===== config.mk =====
export PLATFORM = sky130hd
export DESIGN_NAME = ram16_seq_master
export DESIGN_NICKNAME = d
export VERILOG_FILES = /design/src/rtl/ram16_seq_pkg.sv /design/src/rtl/ram16_seq_fsm.sv /design/src/rtl/ram16_seq_master.sv
export SDC_FILE = /design/constraint.sdc
export NUM_CORES = 1
export LEC_CHECK = 0
export ABC_CLOCK_PERIOD_IN_PS = 5200
export CAP_MARGIN = 0
export CORE_MARGIN = 2
export CORE_UTILIZATION = 57
export DETAILED_ROUTE_END_ITERATION = 12
export PLACE_DENSITY = 0.82
export SKIP_LAST_GASP = 1
export SYNTH_ARGS = -nofsm -noshare
export SYNTH_HDL_FRONTEND = slang
export SYNTH_SLANG_ARGS = --single-unit

===== constraint.sdc =====
create_clock -name CLK -period 5.2 [get_ports CLK]
set_input_delay 1.04 -clock CLK [delete_from_list [all_inputs] [get_ports CLK]]
set_output_delay 1.04 -clock CLK [all_outputs]
set_load 0.01 [all_outputs]

===== src/rtl/ram16_seq_pkg.sv =====
// ============================================================================
// Module  : ram16_seq_pkg
// Brief   : Shared types and constants for the RAM16 bit-serial sequencer.
// Revision: 1.0  initial release
// ============================================================================
`default_nettype none

package ram16_seq_pkg;

  localparam int WR_PHASES = 3;
  localparam int BITS      = 16;

  // The write phases are contiguous so the FSM can walk them by increment.
  typedef enum logic [2:0] {
    S_IDLE     = 3'd0,
    S_W_SETUP  = 3'd1,
    S_W_STROBE = 3'd2,
    S_W_HOLD   = 3'd3,
    S_R_ADDR   = 3'd4,
    S_R_SAMPLE = 3'd5,
    S_RESP     = 3'd6
  } state_t;

  function automatic logic [3:0] adr_of(input logic [3:0] init, input logic [3:0] cnt);
    return init + cnt;
  endfunction

endpackage

`default_nettype wire


===== src/rtl/ram16_seq_fsm.sv =====
// ============================================================================
// Module  : ram16_seq_fsm
// Brief   : State register, bit counter and read wait counter of the sequencer.
//           RAM16_VERIFY_EN appends a readback pass after every write.
// Revision: 1.0  initial release
// ============================================================================
`default_nettype none

module ram16_seq_fsm
  import ram16_seq_pkg::*;
#(
  parameter int READ_WAIT = 1
) (
  input  logic       clk,
  input  logic       rst,
  input  logic       i_fire,
  input  logic       i_wr,
  input  logic       i_rsp_ready,
  output state_t     o_st,
  output state_t     o_st_nxt,
  output logic [3:0] o_cnt,
  output logic [3:0] o_cnt_nxt
);

  localparam logic [3:0] c_CNT_LAST  = 4'(BITS - 1);
  localparam logic [1:0] c_WAIT_LAST = (READ_WAIT > 0) ? 2'(READ_WAIT - 1) : 2'd0;
  localparam state_t     c_RD_FIRST  = (READ_WAIT > 0) ? S_R_ADDR : S_R_SAMPLE;
  localparam state_t     c_W_LAST    = state_t'(3'(int'(S_W_SETUP) + WR_PHASES - 1));

  state_t     r_st, w_st_nxt;
  logic [3:0] r_cnt, w_cnt_nxt;
  logic [1:0] r_wait, w_wait_nxt;

  always_ff @(posedge clk or posedge rst) begin
    if (rst) begin
      r_st   <= S_IDLE;
      r_cnt  <= '0;
      r_wait <= '0;
    end else begin
      r_st   <= w_st_nxt;
      r_cnt  <= w_cnt_nxt;
      r_wait <= w_wait_nxt;
    end
  end

  always_comb begin
    w_st_nxt   = r_st;
    w_cnt_nxt  = r_cnt;
    w_wait_nxt = '0;
    case (r_st)
      S_IDLE: begin
        if (i_fire) begin
          w_cnt_nxt = '0;
          w_st_nxt  = i_wr ? S_W_SETUP : c_RD_FIRST;
        end
      end
      S_W_SETUP, S_W_STROBE: w_st_nxt = state_t'(r_st + 3'd1);
      c_W_LAST: begin
        if (r_cnt != c_CNT_LAST) begin
          w_cnt_nxt = r_cnt + 4'd1;
          w_st_nxt  = S_W_SETUP;
        end else begin
`ifdef RAM16_VERIFY_EN
          w_cnt_nxt = '0;
          w_st_nxt  = c_RD_FIRST;
`else
          w_st_nxt  = S_RESP;
`endif
        end
      end
      S_R_ADDR: begin
        w_wait_nxt = r_wait + 2'd1;
        if (r_wait == c_WAIT_LAST) w_st_nxt = S_R_SAMPLE;
      end
      S_R_SAMPLE: begin
        if (r_cnt == c_CNT_LAST) begin
          w_st_nxt = S_RESP;
        end else begin
          w_cnt_nxt = r_cnt + 4'd1;
          w_st_nxt  = c_RD_FIRST;
        end
      end
      S_RESP:  if (i_rsp_ready) w_st_nxt = S_IDLE;
      default: w_st_nxt = S_IDLE;
    endcase
  end

  assign o_st      = r_st;
  assign o_st_nxt  = w_st_nxt;
  assign o_cnt     = r_cnt;
  assign o_cnt_nxt = w_cnt_nxt;

endmodule

`default_nettype wire


===== src/rtl/ram16_seq_master.sv =====
// ============================================================================
// Module  : ram16_seq_master
// Brief   : 16-bit word host port to bit-serial X_RAM16 access, glitch-free WE.
//           Optional readback verify when RAM16_VERIFY_EN is defined.
// Revision: 1.0  initial release
// ============================================================================
`default_nettype none

module ram16_seq_master
  import ram16_seq_pkg::*;
#(
  parameter int         READ_WAIT = 1,
  parameter logic [3:0] INIT_ADR  = 4'h0
) (
  input  logic        CLK,
  input  logic        RST,
  input  logic        CMD_VALID,
  output logic        CMD_READY,
  input  logic        CMD_WR,
  input  logic [15:0] CMD_DATA,
  output logic        RSP_VALID,
  input  logic        RSP_READY,
  output logic [15:0] RSP_DATA,
  output logic        RSP_ERR,
  output logic        ADR0,
  output logic        ADR1,
  output logic        ADR2,
  output logic        ADR3,
  output logic        I,
  output logic        WE,
  input  logic        O
);

  state_t      w_st, w_st_nxt;
  logic [3:0]  w_cnt, w_cnt_nxt;
  logic        w_fire;
  logic [15:0] w_src, w_rb;

  logic        r_cmd_ready, r_rsp_valid, r_we, r_i;
  logic [3:0]  r_adr;
  logic [15:0] r_data, r_rsp_data;
`ifdef RAM16_VERIFY_EN
  logic        r_wr, r_rsp_err;
`endif

  assign w_fire = CMD_VALID & r_cmd_ready;
  assign w_src  = (w_st == S_IDLE) ? CMD_DATA : r_data;

  always_comb begin
    w_rb        = r_rsp_data;
    w_rb[w_cnt] = O;
  end

  ram16_seq_fsm #(.READ_WAIT(READ_WAIT)) u_fsm (
    .clk         (CLK),
    .rst         (RST),
    .i_fire      (w_fire),
    .i_wr        (CMD_WR),
    .i_rsp_ready (RSP_READY),
    .o_st        (w_st),
    .o_st_nxt    (w_st_nxt),
    .o_cnt       (w_cnt),
    .o_cnt_nxt   (w_cnt_nxt)
  );

  // Outputs are computed from the next state so every pin is a flop; ADR/I
  // move only on entry to a setup/read state, never around the WE pulse.
  always_ff @(posedge CLK or posedge RST) begin
    if (RST) begin
      r_cmd_ready <= 1'b0;
      r_rsp_valid <= 1'b0;
      r_we        <= 1'b0;
      r_i         <= 1'b0;
      r_adr       <= '0;
      r_data      <= '0;
      r_rsp_data  <= '0;
`ifdef RAM16_VERIFY_EN
      r_wr        <= 1'b0;
      r_rsp_err   <= 1'b0;
`endif
    end else begin
      r_cmd_ready <= (w_st_nxt == S_IDLE);
      r_rsp_valid <= (w_st_nxt == S_RESP);
      r_we        <= (w_st_nxt == S_W_STROBE);
      if (w_fire) r_data <= CMD_DATA;
      if (w_st_nxt inside {S_W_SETUP, S_R_ADDR, S_R_SAMPLE})
        r_adr <= adr_of(INIT_ADR, w_cnt_nxt);
      if (w_st_nxt == S_W_SETUP) r_i <= w_src[w_cnt_nxt];
      if (w_st == S_R_SAMPLE) r_rsp_data <= w_rb;
`ifdef RAM16_VERIFY_EN
      if (w_fire) r_wr <= CMD_WR;
      if (w_st == S_R_SAMPLE && w_cnt == 4'(BITS - 1))
        r_rsp_err <= r_wr && (w_rb != r_data);
`else
      if (w_st == S_W_HOLD && w_st_nxt == S_RESP) r_rsp_data <= r_data;
`endif
    end
  end

  assign CMD_READY = r_cmd_ready;
  assign RSP_VALID = r_rsp_valid;
  assign RSP_DATA  = r_rsp_data;
`ifdef RAM16_VERIFY_EN
  assign RSP_ERR   = r_rsp_err;
`else
  assign RSP_ERR   = 1'b0;
`endif
  assign {ADR3, ADR2, ADR1, ADR0} = r_adr;
  assign I         = r_i;
  assign WE        = r_we;

endmodule

`default_nettype wire


==> report_table.html, run 1 <==
<h2>Implementation results</h2>
<table>
<tr><th>Metric</th><th>Value</th></tr>
<tr><th colspan="2">Outcome</th></tr>
<tr><td>Result of the run</td><td>finished, final reports clean</td></tr>
<tr><th colspan="2">Clock network</th></tr>
<tr><td>TritonCTS clock tree</td><td>built</td></tr>
<tr><td>Insertion delay at the late pin of the worst-skew pair</td><td>0.31 ns</td></tr>
<tr><td>Number of buffers inserted for hold repair after clock tree synthesis</td><td>0</td></tr>
<tr><td>Count of buffers added by post-CTS timing repair for setup</td><td>0</td></tr>
<tr><td># resized after CTS</td><td>0</td></tr>
<tr><td>H-Tree Level Count</td><td>2</td></tr>
<tr><td>Clock-pin transition on the worst setup and hold timing paths</td><td>0.10 ns</td></tr>
<tr><td>Clock root buffer master</td><td>clkbuf_8</td></tr>
<tr><th colspan="2">Routing</th></tr>
<tr><td>Wire length on met2</td><td>2947 µm</td></tr>
<tr><td>Antenna Nets Post-Route</td><td>0</td></tr>
<tr><td>Ratio of routed vias to standard cells</td><td>~5.8</td></tr>
<tr><td>Violation tally from detailed-route iteration zero</td><td>about 190</td></tr>
<tr><td>Average routed wire per standard cell</td><td>16.32 µm</td></tr>
<tr><td>Routed length on met3</td><td>439 µm</td></tr>
<tr><th colspan="2">Setup path</th></tr>
<tr><td>Category of the critical setup timing path</td><td>primary input to flip-flop</td></tr>
<tr><td>CP bufs+invs</td><td>1</td></tr>
<tr><td>Critical path destination</td><td>I</td></tr>
<tr><td>Most prevalent standard cell on the critical path</td><td>o211ai_1</td></tr>
<tr><td>Crit path capture type</td><td>flip-flop</td></tr>
<tr><td>Largest fanout on the critical path</td><td>17</td></tr>
<tr><td>WP data required</td><td>approximately 5.4 ns</td></tr>
<tr><td>Critical Path Source</td><td>CMD_VALID</td></tr>
<tr><th colspan="2">Die</th></tr>
<tr><td>Number of ports placed on the die boundary</td><td>47</td></tr>
<tr><td>Die X</td><td>74.22 µm</td></tr>
<tr><td>DIE HEIGHT</td><td>74.22 µm</td></tr>
<tr><td>Standard cell core area</td><td>0.004723 mm²</td></tr>
<tr><td>Rows</td><td>25</td></tr>
<tr><th colspan="2">Synthesis</th></tr>
<tr><td>Count of library flops with an enable pin</td><td>0</td></tr>
<tr><td>XOR Share, Synth</td><td>0.003117</td></tr>
<tr><td>Prevailing logic family in the synthesized netlist</td><td>multiplexers</td></tr>
<tr><td>Library cell with the largest summed area after synthesis</td><td>dfrtp_1</td></tr>
<tr><td>Yosys cell types</td><td>51</td></tr>
<tr><td>Simple-Gate Fraction of Synth Area</td><td>0.1389</td></tr>
<tr><td>Seq share, synth</td><td>0.4363</td></tr>
<tr><td>Adder-cell area share of the yosys netlist</td><td>0.04452</td></tr>
<tr><td>Portion of synthesized cell area occupied by the leading cell type</td><td>0.4363</td></tr>
<tr><td>Cell with the most instances after synthesis</td><td>dfrtp_1</td></tr>
<tr><td>Flop and latch count out of synthesis</td><td>49</td></tr>
<tr><td>Average instance area after synthesis</td><td>between 10 and 15 µm²</td></tr>
<tr><td>Net count after synthesis</td><td>308</td></tr>
<tr><td>YS warnings</td><td>0</td></tr>
<tr><td>Async set-or-reset flop fraction in the synthesized netlist</td><td>1.000</td></tr>
<tr><td>Area share of and-or/or-and cells after synthesis</td><td>0.1420</td></tr>
<tr><td>YS chip area</td><td>approximately 0.0028 mm²</td></tr>
<tr><th colspan="2">Power and ir drop</th></tr>
<tr><td>Power per standard cell area</td><td>627.7 mW/mm²</td></tr>
<tr><td>Share of power burned in registers</td><td>0.355</td></tr>
<tr><td>Internal power consumption</td><td>1.233 mW</td></tr>
<tr><td>Power dissipated by switching net loads</td><td>878.5 µW</td></tr>
<tr><td>Clock share of power</td><td>0.115</td></tr>
<tr><td>Sw Ratio</td><td>0.4160</td></tr>
<tr><td>Leakage</td><td>1.442 nW</td></tr>
<tr><th colspan="2">STA</th></tr>
<tr><td>Worst-case clock skew</td><td>between 0.01 and 0.015 ns</td></tr>
<tr><td>Setup-violating endpoint count in the final report</td><td>0</td></tr>
<tr><td>Max-Slew Margin vs Limit</td><td>0.3399</td></tr>
<tr><td>Final worst-path cycle share</td><td>0.7269</td></tr>
<tr><td>Final critical-path required period</td><td>around 3.8 ns</td></tr>
<tr><td>Aggregate negative setup slack</td><td>0 ns</td></tr>
<tr><td>Worst hold slack</td><td>0.4956 ns</td></tr>
<tr><td>Final Max-Slew Violation Tally</td><td>0</td></tr>
<tr><td>Unrepaired setup endpoints after global routing</td><td>no</td></tr>
<tr><th colspan="2">Final layout</th></tr>
<tr><td>Most instantiated logic cell after routing</td><td>dfrtp_1</td></tr>
<tr><td>Final antenna diode count</td><td>0</td></tr>
<tr><td>Area added between synthesis and finish</td><td>19.72%</td></tr>
<tr><td>Share of cells above drive strength 1</td><td>0.1250</td></tr>
<tr><td>Commonest cells after routing, fill and taps aside</td><td>49 x dfrtp_1, 45 x clkdlybuf4s50_1, 31 x nor2_1</td></tr>
<tr><td>Nets</td><td>343</td></tr>
<tr><td>Post-Layout Inst Area</td><td>0.003364 mm²</td></tr>
<tr><th colspan="2">Flow run</th></tr>
<tr><td>Tool warning count</td><td>32</td></tr>
<tr><th colspan="2">Global route</th></tr>
<tr><td>Met1 layer usage reported by global route</td><td>0.3590</td></tr>
<tr><td>Global-route wire length before repair</td><td>10290 µm</td></tr>
<tr><td>Pin count of the biggest net entering global routing</td><td>50</td></tr>
<tr><td>Met3 track demand over resource in global routing</td><td>0.04201</td></tr>
<tr><td>Remaining Overflow, GRT</td><td>0</td></tr>
<tr><td>Via count of the first global-routing pass</td><td>approximately 2100</td></tr>
<tr><th colspan="2">Placement</th></tr>
<tr><td>Port Buffers</td><td>45</td></tr>
<tr><td>Placed cell area</td><td>0.003264 mm²</td></tr>
<tr><td>Final HPWL DP</td><td>4524 µm</td></tr>
<tr><td>Worst slack, placed</td><td>1.112 ns</td></tr>
<tr><td>RePlAce Congestion</td><td>between 0.8 and 0.9</td></tr>
</table>
run 1: area by class of cell:
| type | instances | area, µm² | area share |
|---|---|---|---|
| multi-input combinational | 194 | 1444 | 0.4292 |
| sequential | 49 | 1226 | 0.3644 |
| timing repair buffer | 45 | 450.4 | 0.1339 |
| tap | 67 | 83.83 | 0.02492 |
| clock buffer | 6 | 82.58 | 0.02454 |
| inverter | 16 | 60.06 | 0.01785 |
| clock inverter | 2 | 17.52 | 0.005206 |
run 1: flip-flops by register name (all words and copies together) (netlist names), 2 cells and up:
signal        cells
RSP_DATA         16
u_fsm.r_wait      2
u_fsm.o_cnt       4
r_adr             4
r_data           16
u_fsm.o_st        3
run 1: power groups by stage:
| stage | Combinational (mW) | Clock (mW) | Sequential [mW] |
|---|---|---|---|
| 2_1_floorplan | 0.786 | 0 | 0.711 |
| 3_3_place_gp | 1.08 | 0 | 0.746 |
| 3_5_place_dp | 1.11 | 0 | 0.753 |
| 4_1_cts | 1.12 | 0.249 | 0.746 |
| 5_1_grt | 1.23 | 0.266 | 0.772 |
| 6_report | 1.12 | 0.242 | 0.750 |
run 1: how the worst min path moves through the flow:
stage | from | to | slack, ns | cells after the start
6_report | r_adr[1] | r_adr[1] | 0.50 | 2
5_1_grt | r_adr[3] | r_adr[3] | 0.53 | 2
4_1_cts | r_adr[1] | r_adr[1] | 0.51 | 2
3_5_place_dp | r_adr[1] | r_adr[1] | 0.49 | 2
3_3_place_gp | r_adr[3] | r_adr[3] | 0.48 | 2
2_1_floorplan | r_data[8] | r_data[8] | 0.47 | 2
run 1: stage by stage:
stage	cells	utilization	power (mW)
floorplan	276	-	1.497
global placement	371	0.6911	1.829
detailed placement	371	0.6911	1.865
CTS	379	0.7123	2.115
global route	379	0.7123	2.265
finish	379	0.7123	2.112
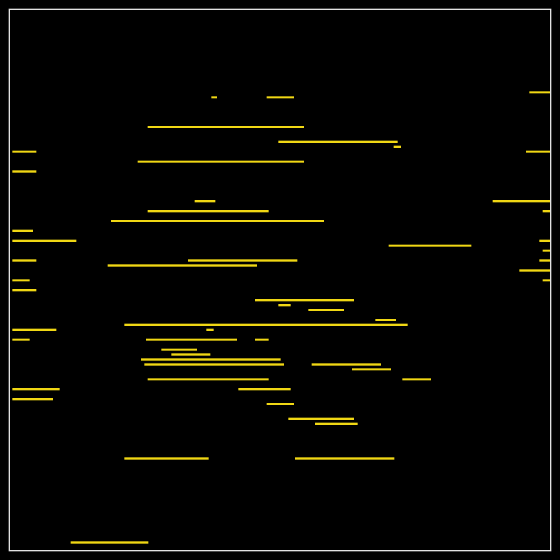
run_1/m3.png
share of all routed wire = 7.1%
longest straight run = 38.6 µm
nets with wire on the layer = 44
main direction = horizontal

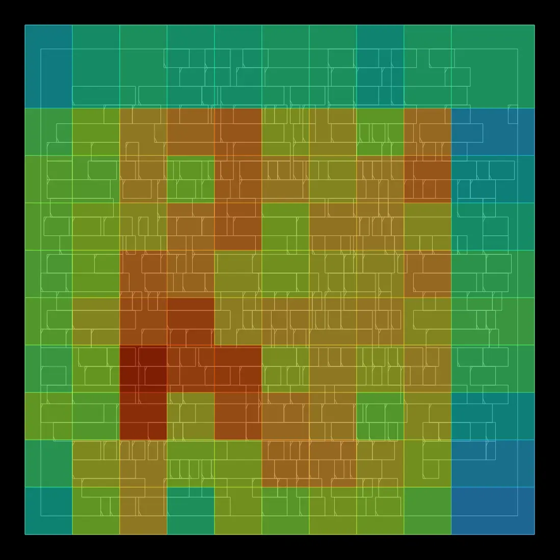
run_1/congestion_map.png
grt met2 use: 0.3879
Most Crowded Layer GR: met2

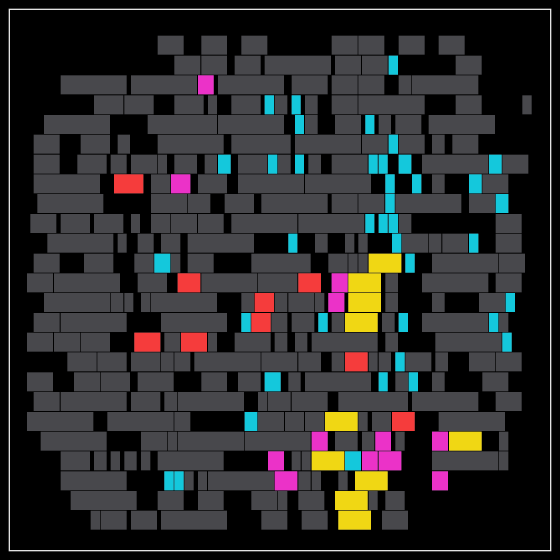
run_1/gates.png
non-inverting ao/oa cells -> red  # cells 9, most used a31o_2
fa/ha/maj cells -> yellow  # cells 10, most used ha_1
and/or cells -> magenta  # cells 12, most used and3_1
nor cells -> cyan  # cells 40, most used nor2_1

run_1/m2.png
The bar under the picture is 20 µm long.
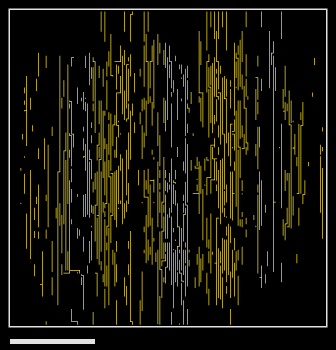

==> run 2: changes to the inputs <==
ABC_CLOCK_PERIOD_IN_PS = 3300   (was 5200)
CORE_UTILIZATION = 48   (was 57)
PLACE_DENSITY = 0.73   (was 0.82)
clock period = 3.3 ns   (was 5.2 ns; I/O delays follow)
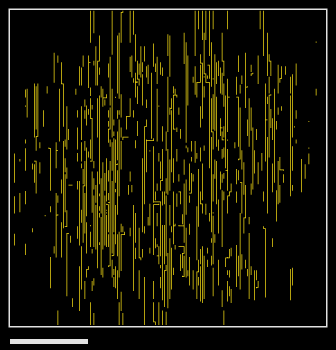
run_2/m2.png
The bar under the picture is 20 µm long.
share of all routed wire = 47%
longest straight run = 26.7 µm
main direction = vertical

==> run 2 against run 1 <==
  * Largest cell class unchanged
  * Sequential power up 53%
  * Global-route usage down 4.1 points
  * Combinational power up 65%
  * Highest routed layer unchanged
  * Synthesized area unchanged
==> report_table.html, run 2 <==
<h2>Implementation results</h2>
<table>
<tr><th>Metric</th><th>Value</th></tr>
<tr><th colspan="2">Outcome</th></tr>
<tr><td>Result of the run</td><td>finished, final reports clean</td></tr>
<tr><th colspan="2">Setup path</th></tr>
<tr><td>Crit path capture type</td><td>flip-flop</td></tr>
<tr><td>WP data required</td><td>3.52 ns</td></tr>
<tr><th colspan="2">Synthesis</th></tr>
<tr><td>Count of library flops with an enable pin</td><td>0</td></tr>
<tr><td>Net count after synthesis</td><td>308</td></tr>
<tr><td>Flop and latch count out of synthesis</td><td>49</td></tr>
<tr><td>Yosys cell types</td><td>51</td></tr>
<tr><td>Cell with the most instances after synthesis</td><td>dfrtp_1</td></tr>
<tr><td>YS chip area</td><td>between 0.002 and 0.003 mm²</td></tr>
<tr><th colspan="2">Global route</th></tr>
<tr><td>Global-route wire length before repair</td><td>around 10000 µm</td></tr>
<tr><td>Via count of the first global-routing pass</td><td>2060</td></tr>
<tr><td>Pin count of the biggest net entering global routing</td><td>50</td></tr>
<tr><td>Met1 layer usage reported by global route</td><td>0.3058</td></tr>
<tr><td>Remaining Overflow, GRT</td><td>0</td></tr>
<tr><th colspan="2">Power and ir drop</th></tr>
<tr><td>Share of power burned in registers</td><td>0.335</td></tr>
<tr><td>Power dissipated by switching net loads</td><td>1.373 mW</td></tr>
<tr><td>Internal power consumption</td><td>2.073 mW</td></tr>
<tr><th colspan="2">Clock network</th></tr>
<tr><td>H-Tree Level Count</td><td>2</td></tr>
<tr><td>Clock root buffer master</td><td>clkbuf_8</td></tr>
<tr><th colspan="2">Hold path</th></tr>
<tr><td>Worst Hold Path Cells</td><td>2</td></tr>
<tr><td>Min-Delay Endpoint</td><td>r_adr[1]</td></tr>
<tr><th colspan="2">STA</th></tr>
<tr><td>Final critical-path required period</td><td>2.858 ns</td></tr>
<tr><td>Final Max-Slew Violation Tally</td><td>0</td></tr>
<tr><td>Worst-case clock skew</td><td>roughly 0.0050 ns</td></tr>
<tr><td>Final worst-path cycle share</td><td>0.8662</td></tr>
<tr><td>Worst hold slack</td><td>0.4952 ns</td></tr>
<tr><th colspan="2">Final layout</th></tr>
<tr><td>Nets</td><td>350</td></tr>
<tr><td>Post-Layout Inst Area</td><td>about 0.0034 mm²</td></tr>
<tr><td>Commonest cells after routing, fill and taps aside</td><td>49 x dfrtp_1, 45 x clkdlybuf4s50_1, 31 x nor2_1</td></tr>
<tr><td>Share of cells above drive strength 1</td><td>0.1411</td></tr>
<tr><td>Most instantiated logic cell after routing</td><td>dfrtp_1</td></tr>
<tr><td>Final antenna diode count</td><td>0</td></tr>
<tr><td>Area added between synthesis and finish</td><td>22.40%</td></tr>
<tr><th colspan="2">Routing</th></tr>
<tr><td>Routed length on met3</td><td>330 µm</td></tr>
<tr><td>Wire length on met2</td><td>~3000 µm</td></tr>
<tr><td>Average routed wire per standard cell</td><td>16.08 µm</td></tr>
<tr><td>Ratio of routed vias to standard cells</td><td>around 5.5</td></tr>
<tr><td>Antenna Nets Post-Route</td><td>0</td></tr>
<tr><td>Violation tally from detailed-route iteration zero</td><td>127</td></tr>
<tr><th colspan="2">Die</th></tr>
<tr><td>Die X</td><td>80.52 µm</td></tr>
<tr><td>Rows</td><td>27</td></tr>
<tr><td>Number of ports placed on the die boundary</td><td>around 47</td></tr>
<tr><th colspan="2">Placement</th></tr>
<tr><td>Placed cells</td><td>383</td></tr>
<tr><td>Port Buffers</td><td>45</td></tr>
<tr><th colspan="2">Flow run</th></tr>
<tr><td>Tool warning count</td><td>32</td></tr>
</table>
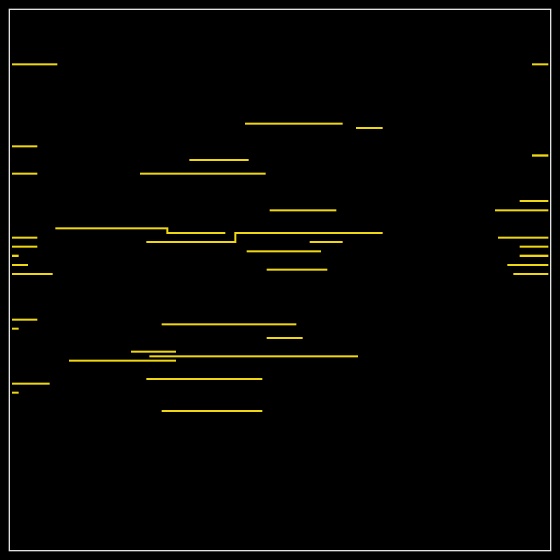
run_2/m3.png
main direction = horizontal
longest straight run = 30.8 µm

## run 2: cell counts after synthesis
Identical to the previous run, type by type.
## run 2: through the flow
step           power (mW)    util  setup slack, ns
6_report            3.446  0.6171           0.4416
4_1_cts             3.457  0.6171           0.4607
5_1_grt             3.706  0.6171           0.2382
2_1_floorplan       2.360       -           0.7259
3_3_place_gp        2.971  0.5962           0.3220
3_5_place_dp        3.012  0.5962           0.2761
## run 2: worst max-delay path: cells and delay by family (launching register included)
family / cells / cell delay, ns
fa+ha+maj: 2 / 0.49
compound gates: 4 / 0.66
simple gates: 1 / 0.54
flops: 1 / 0.45
mux: 2 / 0.64
## run 2: logic make-up after synthesis
group / after synthesis / synth area share
flops: 49 / 0.4363
mux: 45 / 0.1839
compound gates: 55 / 0.1420
fa+ha+maj: 10 / 0.04452
buf+inv: 33 / 0.04986
xor+xnor: 1 / 0.003117
other cells: 1 / 0.001334
simple gates: 82 / 0.1389
## run 2: power by group through the flow
stage | clock [mW] | combinational [mW] | sequential (mW)
6_report | 0.442 | 1.85 | 1.15
5_1_grt | 0.476 | 2.03 | 1.20
4_1_cts | 0.451 | 1.86 | 1.15
3_5_place_dp | 0 | 1.85 | 1.16
3_3_place_gp | 0 | 1.82 | 1.15
2_1_floorplan | 0 | 1.24 | 1.12
## run 2: area by class of cell
| type | instances | area, µm² | share of cell area |
|---|---|---|---|
| clock buffers | 7 | 86.33 | 0.02510 |
| clock inverters | 1 | 30.03 | 0.008730 |
| inverters | 16 | 60.06 | 0.01746 |
| multi-input cells | 194 | 1444 | 0.4198 |
| flip-flops and latches | 49 | 1226 | 0.3565 |
| well taps | 72 | 90.09 | 0.02619 |
| repair buffers | 52 | 503.0 | 0.1462 |
run_2/gates.png
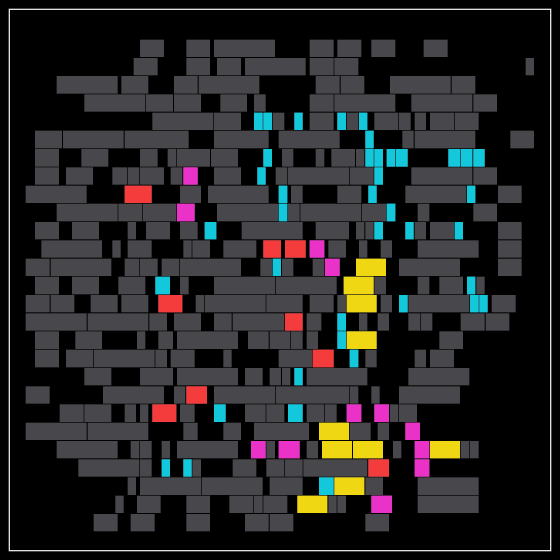

==> run 3: changes to the inputs <==
CORE_UTILIZATION = 39   (was 48)
PLACE_DENSITY = 0.61   (was 0.73)
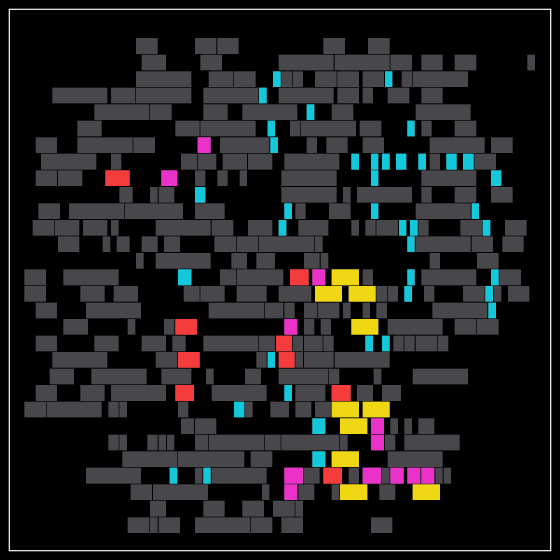
run_3/gates.png
non-inverting ao/oa cells -> red  # cells 9, most used a31o_2
fa/ha/maj cells -> yellow  # cells 10, most used ha_1
and/or cells -> magenta  # cells 12, most used and3_1
nor cells -> cyan  # cells 40, most used nor2_1
multi-input combinational area share: 0.4139
most instantiated logic cell after routing: dfrtp_1

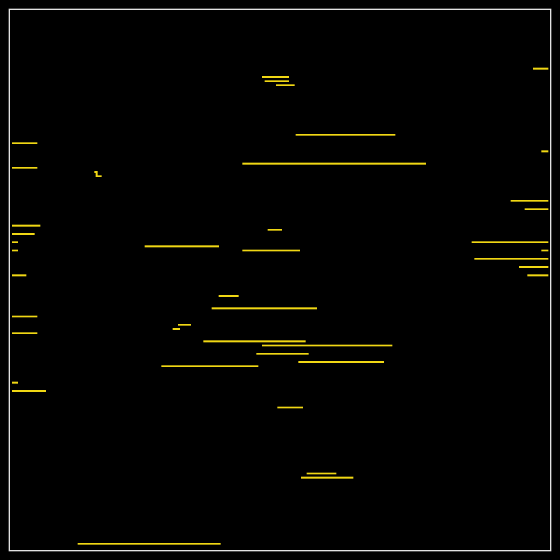
run_3/m3.png
total wirelength of the detailed-routed design: 6707 µm
met3 track demand over resource in global routing: 0.03078
Via Count: 2192

==> run 3 against run 2 <==
  * Combinational power is essentially flat
  * Critical endpoint unchanged
  * Highest routed layer unchanged
  * Flip-flop count is the same
  * Clock power shrank 1%
  * Largest power group unchanged
  * Utilization shrank 11 points
==> report_table.html, run 3 <==
<h2>Implementation results</h2>
<table>
<tr><th>Metric</th><th>Value</th></tr>
<tr><th colspan="2">Final layout</th></tr>
<tr><td>Nets</td><td>353</td></tr>
<tr><td>Area added between synthesis and finish</td><td>24.13%</td></tr>
<tr><td>Final antenna diode count</td><td>0</td></tr>
<tr><td>Post-Layout Inst Area</td><td>0.003488 mm²</td></tr>
<tr><td>Post-layout util</td><td>0.5078</td></tr>
<tr><td>Final non-filler cell total</td><td>418</td></tr>
<tr><td>Share of cells above drive strength 1</td><td>0.1522</td></tr>
<tr><th colspan="2">Placement</th></tr>
<tr><td>Final HPWL DP</td><td>about 5100 µm</td></tr>
<tr><td>Placed cells</td><td>410</td></tr>
<tr><td>Port Buffers</td><td>45</td></tr>
<tr><td>RePlAce Congestion</td><td>0.8430</td></tr>
<tr><td>Placed cell area</td><td>0.003376 mm²</td></tr>
<tr><td>Worst slack, placed</td><td>0.2116 ns</td></tr>
<tr><th colspan="2">Clock network</th></tr>
<tr><td>H-Tree Level Count</td><td>2</td></tr>
<tr><td>Clock root buffer master</td><td>clkbuf_8</td></tr>
<tr><td>TritonCTS clock tree</td><td>built</td></tr>
<tr><td>Clock-pin transition on the worst setup and hold timing paths</td><td>approximately 0.1 ns</td></tr>
<tr><td>Worst-case clock buffer depth</td><td>2</td></tr>
<tr><td># resized after CTS</td><td>0</td></tr>
<tr><td>Number of buffers inserted for hold repair after clock tree synthesis</td><td>0</td></tr>
<tr><td>Insertion delay at the late pin of the worst-skew pair</td><td>about 0.3 ns</td></tr>
<tr><th colspan="2">Synthesis</th></tr>
<tr><td>YS warnings</td><td>0</td></tr>
<tr><td>Count of library flops with an enable pin</td><td>0</td></tr>
<tr><td>YS chip area</td><td>approximately 0.0028 mm²</td></tr>
<tr><td>Average instance area after synthesis</td><td>10.18 µm²</td></tr>
<tr><td>Number of standard cells after synthesis</td><td>approximately 280</td></tr>
<tr><td>Yosys cell types</td><td>51</td></tr>
<tr><td>Net count after synthesis</td><td>308</td></tr>
<tr><td>Seq share, synth</td><td>0.4363</td></tr>
<tr><td>Flop and latch count out of synthesis</td><td>about 49</td></tr>
<tr><td>Cell with the most instances after synthesis</td><td>dfrtp_1</td></tr>
<tr><td>Portion of synthesized cell area occupied by the leading cell type</td><td>0.4363</td></tr>
<tr><th colspan="2">Die</th></tr>
<tr><td>Standard cell core area</td><td>0.006869 mm²</td></tr>
<tr><td>Die X</td><td>roughly 90 µm</td></tr>
<tr><td>Number of ports placed on the die boundary</td><td>roughly 47</td></tr>
<tr><th colspan="2">Global route</th></tr>
<tr><td>Pin count of the biggest net entering global routing</td><td>33</td></tr>
<tr><td>Remaining Overflow, GRT</td><td>0</td></tr>
<tr><td>Most Crowded Layer GR</td><td>met2</td></tr>
<tr><td>Grt met2 use</td><td>0.2836</td></tr>
<tr><th colspan="2">STA</th></tr>
<tr><td>Final worst-path cycle share</td><td>0.8821</td></tr>
<tr><td>Setup-violating endpoint count in the final report</td><td>0</td></tr>
<tr><td>Unrepaired setup endpoints after global routing</td><td>no</td></tr>
<tr><td>Final Max-Slew Violation Tally</td><td>0</td></tr>
<tr><td>Worst-case clock skew</td><td>approximately 0.009 ns</td></tr>
<tr><td>Worst hold slack</td><td>0.5017 ns</td></tr>
<tr><td>Final critical-path required period</td><td>2.911 ns</td></tr>
<tr><td>Max-Slew Margin vs Limit</td><td>0.6336</td></tr>
<tr><th colspan="2">Routing</th></tr>
<tr><td>Ratio of routed vias to standard cells</td><td>~5.2</td></tr>
<tr><td>Routed length on met3</td><td>297 µm</td></tr>
<tr><td>Average routed wire per standard cell</td><td>16.05 µm</td></tr>
<tr><td>Violation tally from detailed-route iteration zero</td><td>171</td></tr>
<tr><td>Antenna Nets Post-Route</td><td>0</td></tr>
<tr><th colspan="2">Power and ir drop</th></tr>
<tr><td>Power dissipated by switching net loads</td><td>1.399 mW</td></tr>
<tr><td>Sw Ratio</td><td>0.4037</td></tr>
<tr><td>Share of power burned in registers</td><td>0.330</td></tr>
<tr><td>Power per standard cell area</td><td>993.0 mW/mm²</td></tr>
<tr><td>Leakage</td><td>1.497 nW</td></tr>
<tr><td>Clock share of power</td><td>0.126</td></tr>
<tr><td>Final total power</td><td>3.464 mW</td></tr>
<tr><td>Internal power consumption</td><td>2.065 mW</td></tr>
<tr><th colspan="2">Flow run</th></tr>
<tr><td>Tool warning count</td><td>32</td></tr>
<tr><th colspan="2">Setup path</th></tr>
<tr><td>Largest fanout on the critical path</td><td>7</td></tr>
<tr><td>Category of the critical setup timing path</td><td>flip-flop to flip-flop</td></tr>
<tr><td>CP bufs+invs</td><td>1</td></tr>
<tr><td>WP data required</td><td>3.53 ns</td></tr>
<tr><td>Top Family by Delay on Critical Path</td><td>AND-OR/OR-AND gates</td></tr>
<tr><td>Crit path capture type</td><td>flip-flop</td></tr>
<tr><td>Launching element type of the critical path</td><td>flip-flop</td></tr>
<tr><th colspan="2">Outcome</th></tr>
<tr><td>Result of the run</td><td>finished, final reports clean</td></tr>
</table>
==> run 3: netlist changes by cell type in the layout (fill, tap and decap cells not counted) <==
cell | before | now
buf_4 | 7 | 10
clkbuf_1 | 1 | 0
clkbuf_8 | 6 | 5
clkinv_2 | 0 | 1
inv_6 | 0 | 1
==> run 3: cell families after synthesis <==
family | share of synthesized area
xor gates and xnor gates | 0.003117
other | 0.001334
buffers and inverters | 0.04986
muxes | 0.1839
AOI/OAI and AO/OA | 0.1420
adders and majority gates | 0.04452
DFF | 0.4363
and+or+nand+nor | 0.1389
==> run 3: area by class of cell <==
type / instances / area, µm² / area share
Clock buffer: 5 / 68.82 / 0.01973
Timing Repair Buffer: 55 / 525.5 / 0.1506
Clock inverter: 3 / 43.79 / 0.01255
Tap cell: 96 / 120.1 / 0.03443
Inverter: 16 / 60.06 / 0.01722
Multi-Input combinational cell: 194 / 1444 / 0.4139
Sequential cell: 49 / 1226 / 0.3515
==> run 3: power groups by stage <==
stage / sequential, mW / combinational (mW) / clock (mW)
after floorplan: 1.12 / 1.24 / 0
after global placement: 1.15 / 1.87 / 0
after detailed placement: 1.15 / 1.89 / 0
after CTS: 1.14 / 1.90 / 0.447
after global routing: 1.18 / 2.06 / 0.469
final: 1.14 / 1.88 / 0.436
==> run 3: final timing paths <==
check | endpoint | cells after the start | start | slack, ns
worst max register to register | I | 10 | u_fsm.o_st[1] | 0.39
worst min register to register | r_adr[1] | 2 | r_adr[1] | 0.50
min in group asynchronous | CMD_READY | 2 | RST | 0.67
worst max-delay path | I | 10 | u_fsm.o_st[1] | 0.39
max in group asynchronous | RSP_DATA[13] | 3 | RST | 1.87
worst min-delay path | r_adr[1] | 2 | r_adr[1] | 0.50
No activity file was given, so power comes from the tool's default toggle rates.
